File: config.mk
export PLATFORM = sky130hd
export DESIGN_NAME = pkt_prio_queue
export DESIGN_NICKNAME = d
export VERILOG_FILES = /design/src/rtl/pkt_prio_queue.sv
export SDC_FILE = /design/constraint.sdc
export NUM_CORES = 2
export LEC_CHECK = 0
export ABC_AREA = 0
export CORE_MARGIN = 4
export CORE_UTILIZATION = 40
export CTS_CLUSTER_SIZE = 16
export DETAILED_ROUTE_END_ITERATION = 16
export PLACE_DENSITY = 0.68
export SYNTH_ARGS = -nofsm -noshare
export SYNTH_HDL_FRONTEND = slang
export SYNTH_SLANG_ARGS = --single-unit
File: constraint.sdc
create_clock -name clk -period 4.4 [get_ports clk]
set_input_delay 0.66 -clock clk [delete_from_list [all_inputs] [get_ports clk]]
set_output_delay 0.66 -clock clk [all_outputs]
set_load 0.05 [all_outputs]
File: src/rtl/pkt_prio_queue.sv
// Sorted shift-register priority queue: slot[0] always holds the best entry,
// equal priorities leave in arrival order, optional eviction of the worst entry when full.
module pkt_prio_queue #(
    parameter int DWIDTH        = 32,
    parameter int PRIOR_WIDTH   = 8,
    parameter int DEPTH         = 16,
    parameter int MIN_FIRST     = 1,
    parameter int EVICT_ON_FULL = 0,
    parameter int CNT_WIDTH     = 16
) (
    input  logic                         clk,
    input  logic                         rst,
    input  logic                         in_en,
    input  logic [PRIOR_WIDTH-1:0]       in_prior,
    input  logic [DWIDTH-1:0]            in_data,
    output logic                         in_ready,
    input  logic                         out_en,
    output logic                         out_valid,
    output logic [PRIOR_WIDTH-1:0]       out_prior,
    output logic [DWIDTH-1:0]            out_data,
    output logic [$clog2(DEPTH+1)-1:0]   count,
    output logic                         full,
    output logic                         empty,
    output logic [CNT_WIDTH-1:0]         drop_cnt
);

    localparam int CW = $clog2(DEPTH+1);
    localparam logic [CW-1:0] CNT_ONE  = CW'(1);
    localparam logic [CW-1:0] CNT_FULL = CW'(DEPTH);
    localparam logic [CNT_WIDTH-1:0] DROP_ONE = CNT_WIDTH'(1);
    localparam logic EVICT_EN = (EVICT_ON_FULL != 0);

    // "a is strictly better than b" under the configured ordering
    function automatic logic better(input logic [PRIOR_WIDTH-1:0] a,
                                    input logic [PRIOR_WIDTH-1:0] b);
        if (MIN_FIRST != 0) begin
            return a < b;
        end else begin
            return a > b;
        end
    endfunction

    logic                   valid_r [DEPTH];
    logic [PRIOR_WIDTH-1:0] prior_r [DEPTH];
    logic [DWIDTH-1:0]      data_r  [DEPTH];

    logic                   base_valid_s [DEPTH];
    logic [PRIOR_WIDTH-1:0] base_prior_s [DEPTH];
    logic [DWIDTH-1:0]      base_data_s  [DEPTH];

    logic                   next_valid_s [DEPTH];
    logic [PRIOR_WIDTH-1:0] next_prior_s [DEPTH];
    logic [DWIDTH-1:0]      next_data_s  [DEPTH];

    logic [DEPTH-1:0]       keep_s;
    logic [CW-1:0]          count_r;
    logic [CW-1:0]          count_nxt_s;
    logic                   full_r;
    logic                   empty_r;
    logic [CNT_WIDTH-1:0]   drop_cnt_r;

    logic pop_s;
    logic evict_ok_s;
    logic ins_s;
    logic drop_s;

    assign pop_s      = out_en & valid_r[0];
    assign evict_ok_s = EVICT_EN & better(in_prior, prior_r[DEPTH-1]);
    assign ins_s      = in_en & (~full_r | pop_s | evict_ok_s);
    // Every arrival that meets a full queue without a pop costs a drop,
    // whether it was rejected or displaced the worst entry.
    assign drop_s     = in_en & full_r & ~pop_s;
    assign in_ready   = ~full_r | pop_s | EVICT_EN;

    // Array as seen after head removal; vacated tail slot reads as empty
    always_comb begin
        for (int i = 0; i < DEPTH-1; i++) begin
            if (pop_s) begin
                base_valid_s[i] = valid_r[i+1];
                base_prior_s[i] = prior_r[i+1];
                base_data_s[i]  = data_r[i+1];
            end else begin
                base_valid_s[i] = valid_r[i];
                base_prior_s[i] = prior_r[i];
                base_data_s[i]  = data_r[i];
            end
        end
        if (pop_s) begin
            base_valid_s[DEPTH-1] = 1'b0;
            base_prior_s[DEPTH-1] = '0;
            base_data_s[DEPTH-1]  = '0;
        end else begin
            base_valid_s[DEPTH-1] = valid_r[DEPTH-1];
            base_prior_s[DEPTH-1] = prior_r[DEPTH-1];
            base_data_s[DEPTH-1]  = data_r[DEPTH-1];
        end
    end

    // Entries that stay in place: valid and not beaten by the arrival
    always_comb begin
        for (int i = 0; i < DEPTH; i++) begin
            keep_s[i] = base_valid_s[i] & ~better(in_prior, base_prior_s[i]);
        end
    end

    // Insert the arrival at the first non-kept slot and shift the rest down
    always_comb begin
        for (int i = 0; i < DEPTH; i++) begin
            next_valid_s[i] = base_valid_s[i];
            next_prior_s[i] = base_prior_s[i];
            next_data_s[i]  = base_data_s[i];
        end
        if (ins_s) begin
            if (!keep_s[0]) begin
                next_valid_s[0] = 1'b1;
                next_prior_s[0] = in_prior;
                next_data_s[0]  = in_data;
            end else begin
                next_valid_s[0] = base_valid_s[0];
            end
            for (int i = 1; i < DEPTH; i++) begin
                if (keep_s[i]) begin
                    next_valid_s[i] = base_valid_s[i];
                end else if (keep_s[i-1]) begin
                    next_valid_s[i] = 1'b1;
                    next_prior_s[i] = in_prior;
                    next_data_s[i]  = in_data;
                end else begin
                    next_valid_s[i] = base_valid_s[i-1];
                    next_prior_s[i] = base_prior_s[i-1];
                    next_data_s[i]  = base_data_s[i-1];
                end
            end
        end else begin
            next_valid_s[0] = base_valid_s[0];
        end
    end

    // Occupancy: an eviction replaces an entry, so a full queue never grows
    always_comb begin
        count_nxt_s = count_r;
        if (ins_s && !pop_s && !full_r) begin
            count_nxt_s = count_r + CNT_ONE;
        end else if (pop_s && !ins_s) begin
            count_nxt_s = count_r - CNT_ONE;
        end else begin
            count_nxt_s = count_r;
        end
    end

    // Slot array register
    always_ff @(posedge clk or negedge rst) begin
        if (!rst) begin
            for (int i = 0; i < DEPTH; i++) begin
                valid_r[i] <= 1'b0;
                prior_r[i] <= '0;
                data_r[i]  <= '0;
            end
        end else begin
            for (int i = 0; i < DEPTH; i++) begin
                valid_r[i] <= next_valid_s[i];
                prior_r[i] <= next_prior_s[i];
                data_r[i]  <= next_data_s[i];
            end
        end
    end

    // Occupancy flags and saturating drop counter
    always_ff @(posedge clk or negedge rst) begin
        if (!rst) begin
            count_r    <= '0;
            full_r     <= 1'b0;
            empty_r    <= 1'b1;
            drop_cnt_r <= '0;
        end else begin
            count_r <= count_nxt_s;
            full_r  <= (count_nxt_s == CNT_FULL);
            empty_r <= (count_nxt_s == '0);
            if (drop_s && (drop_cnt_r != '1)) begin
                drop_cnt_r <= drop_cnt_r + DROP_ONE;
            end else begin
                drop_cnt_r <= drop_cnt_r;
            end
        end
    end

    assign out_valid = valid_r[0];
    assign out_prior = prior_r[0];
    assign out_data  = data_r[0];
    assign count     = count_r;
    assign full      = full_r;
    assign empty     = empty_r;
    assign drop_cnt  = drop_cnt_r;

endmodule

**Wiring heat map**

The die is cut into 33 by 33 equal tiles; dark blue is low, red is high, scaled to the fullest tile. Values are wire area over tile area, all layers added.
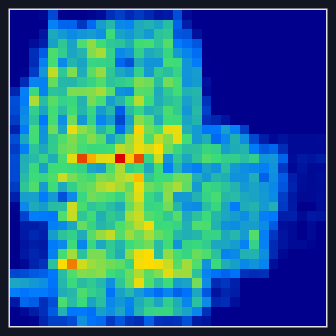
emptiest ninth of the die: top right
tiles over half the peak: 19%
nearly empty tiles: 25%
mean over tiles: 0.19
densest ninth of the die: middle
fullest tile: 0.69

==> reports/metrics.sh <==
GR-MAX-USAGE-LAYER='met2'
NUMSYNTHFLOPS=679
SYNTH.AREA.TOP_CELLS='sky130_fd_sc_hd__dfrtp_1, sky130_fd_sc_hd__mux2i_1, sky130_fd_sc_hd__nand2_1, sky130_fd_sc_hd__o2bb2ai_1, sky130_fd_sc_hd__a21boi_0'
TOTAL_POWER_W=0.03865
MAXCAPVIOLCOUNT=0
CRIT_BUF_INV=4
CTS.REPORTEDPATHS.CLKPINSLEW_NS=0.06
SYNTH-SEQ-AREA-SHARE=0.4133
CRITPATHTOPFAMILY='buffers and inverters'
FINAL_CELL_MIX='sky130_fd_sc_hd__dfrtp_1, sky130_fd_sc_hd__mux2i_1, sky130_fd_sc_hd__nand2_1'
YOSYS.AREA.TOP_TYPE='sky130_fd_sc_hd__dfrtp_1'
CP_CELL_SEQUENCE='clkdlybuf4s50_1 > and2_4 > buf_12 > mux2i_1 > ha_1 > a211oi_1 > nand2_1 > o211ai_1 > buf_4 > and3_2 > buf_4 > a21boi_0 > o2bb2ai_1'
SEQCELLAREA_SQ_MM=0.01699
DETAILEDROUTE.FIRSTITERATIONVIOLATIONS=3237
CTSHTREEMAXLEVEL=3
CORE_AREA_SQ_MM=0.1019
FINAL_LAYOUT_SIZE_SUFFIX_GT1_FRAC=0.08333
FF_TYPE='sky130_fd_sc_hd__dfrtp_1'
POWER_COMBINATIONAL_W=0.0206
SYN-NUM-NETS=4526
YOSYS-DOMINANT-COMB-FAMILY='AND-OR/OR-AND gates'
POST_SYNTH_MOST_FREQUENT_CELLS='sky130_fd_sc_hd__dfrtp_1, sky130_fd_sc_hd__mux2i_1, sky130_fd_sc_hd__nand2_1'
SYNTH-ASYNC-RESET-RATIO=1.000
POWER.COMBINATIONAL.FRACTION=0.532
POWER.NET_SWITCHING_W=0.01722
DIE.SIZE.Y_UM=328.6
CTS_SINKS=679
RUN_STATUS='complete, no violations'
TIMING.CRITICAL_PATH.SLOWEST_CELL_DELAY_NS=0.55
TIMING.SLEW.HEADROOM=0.2083
ANTENNA_VIOLATING_NETS_POST_ROUTE=0
FINAL.SETUP.TNS_NS=0
GLOBALROUTEMET3UTIL=0.03785
TOP_LAYER_USED='met5'
POSTLAYOUTCELLAREA_SQ_MM=0.04660
GRT_START_MAX_NET_PINS=153
POST-SYNTH-TOP-AREA-FRACTION=0.4127
AVGROUTEDWIREPERCELL_UM=22.42
POST_SYNTH_INST_COUNT=4367
FP-UTILIZATION=0.4035
FIRST_GLOBAL_VIAS=34352
GLOBAL_ROUTE_WIRE_LENGTH_BEFORE_REPAIR_UM=201500
**Cells coloured by class**

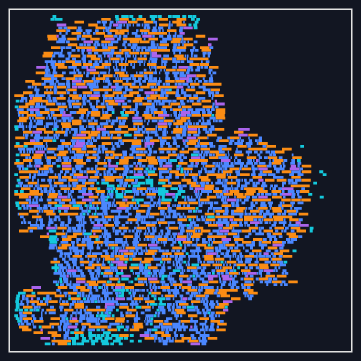
legend:
  cyan:
    class: remaining buffers and delay cells
    cells: 274
    share_of_their_area: 6.6%
  orange:
    class: registers
    cells: 679
    share_of_their_area: 38%
  purple:
    class: clock drivers and dummy loads
    cells: 140
    share_of_their_area: 5.9%
  blue:
    class: remaining logic cells
    cells: 3251
    share_of_their_area: 50%

## path summary, 6_finish.rpt
path / endpoint / start / depth (start not counted)
setup / recovery: data_r[99] / out_en / 13
min in group clk: drop_cnt[9] / drop_cnt[9] / 1
hold reg to reg: drop_cnt[9] / drop_cnt[9] / 1
max in group asynchronous: drop_cnt[13] / rst / 3
setup reg to reg: data_r[99] / out_valid / 10
hold / removal: count[3] / rst / 1
## layout make-up
class	count	area share
diodes	4	0.0002148
clock buffers	116	0.04973
clock inverters	24	0.007357
inverters	110	0.008860
multi-input cells	3141	0.4687
flip-flops and latches	679	0.3646
well taps	1368	0.03673
repair buffers	274	0.06374
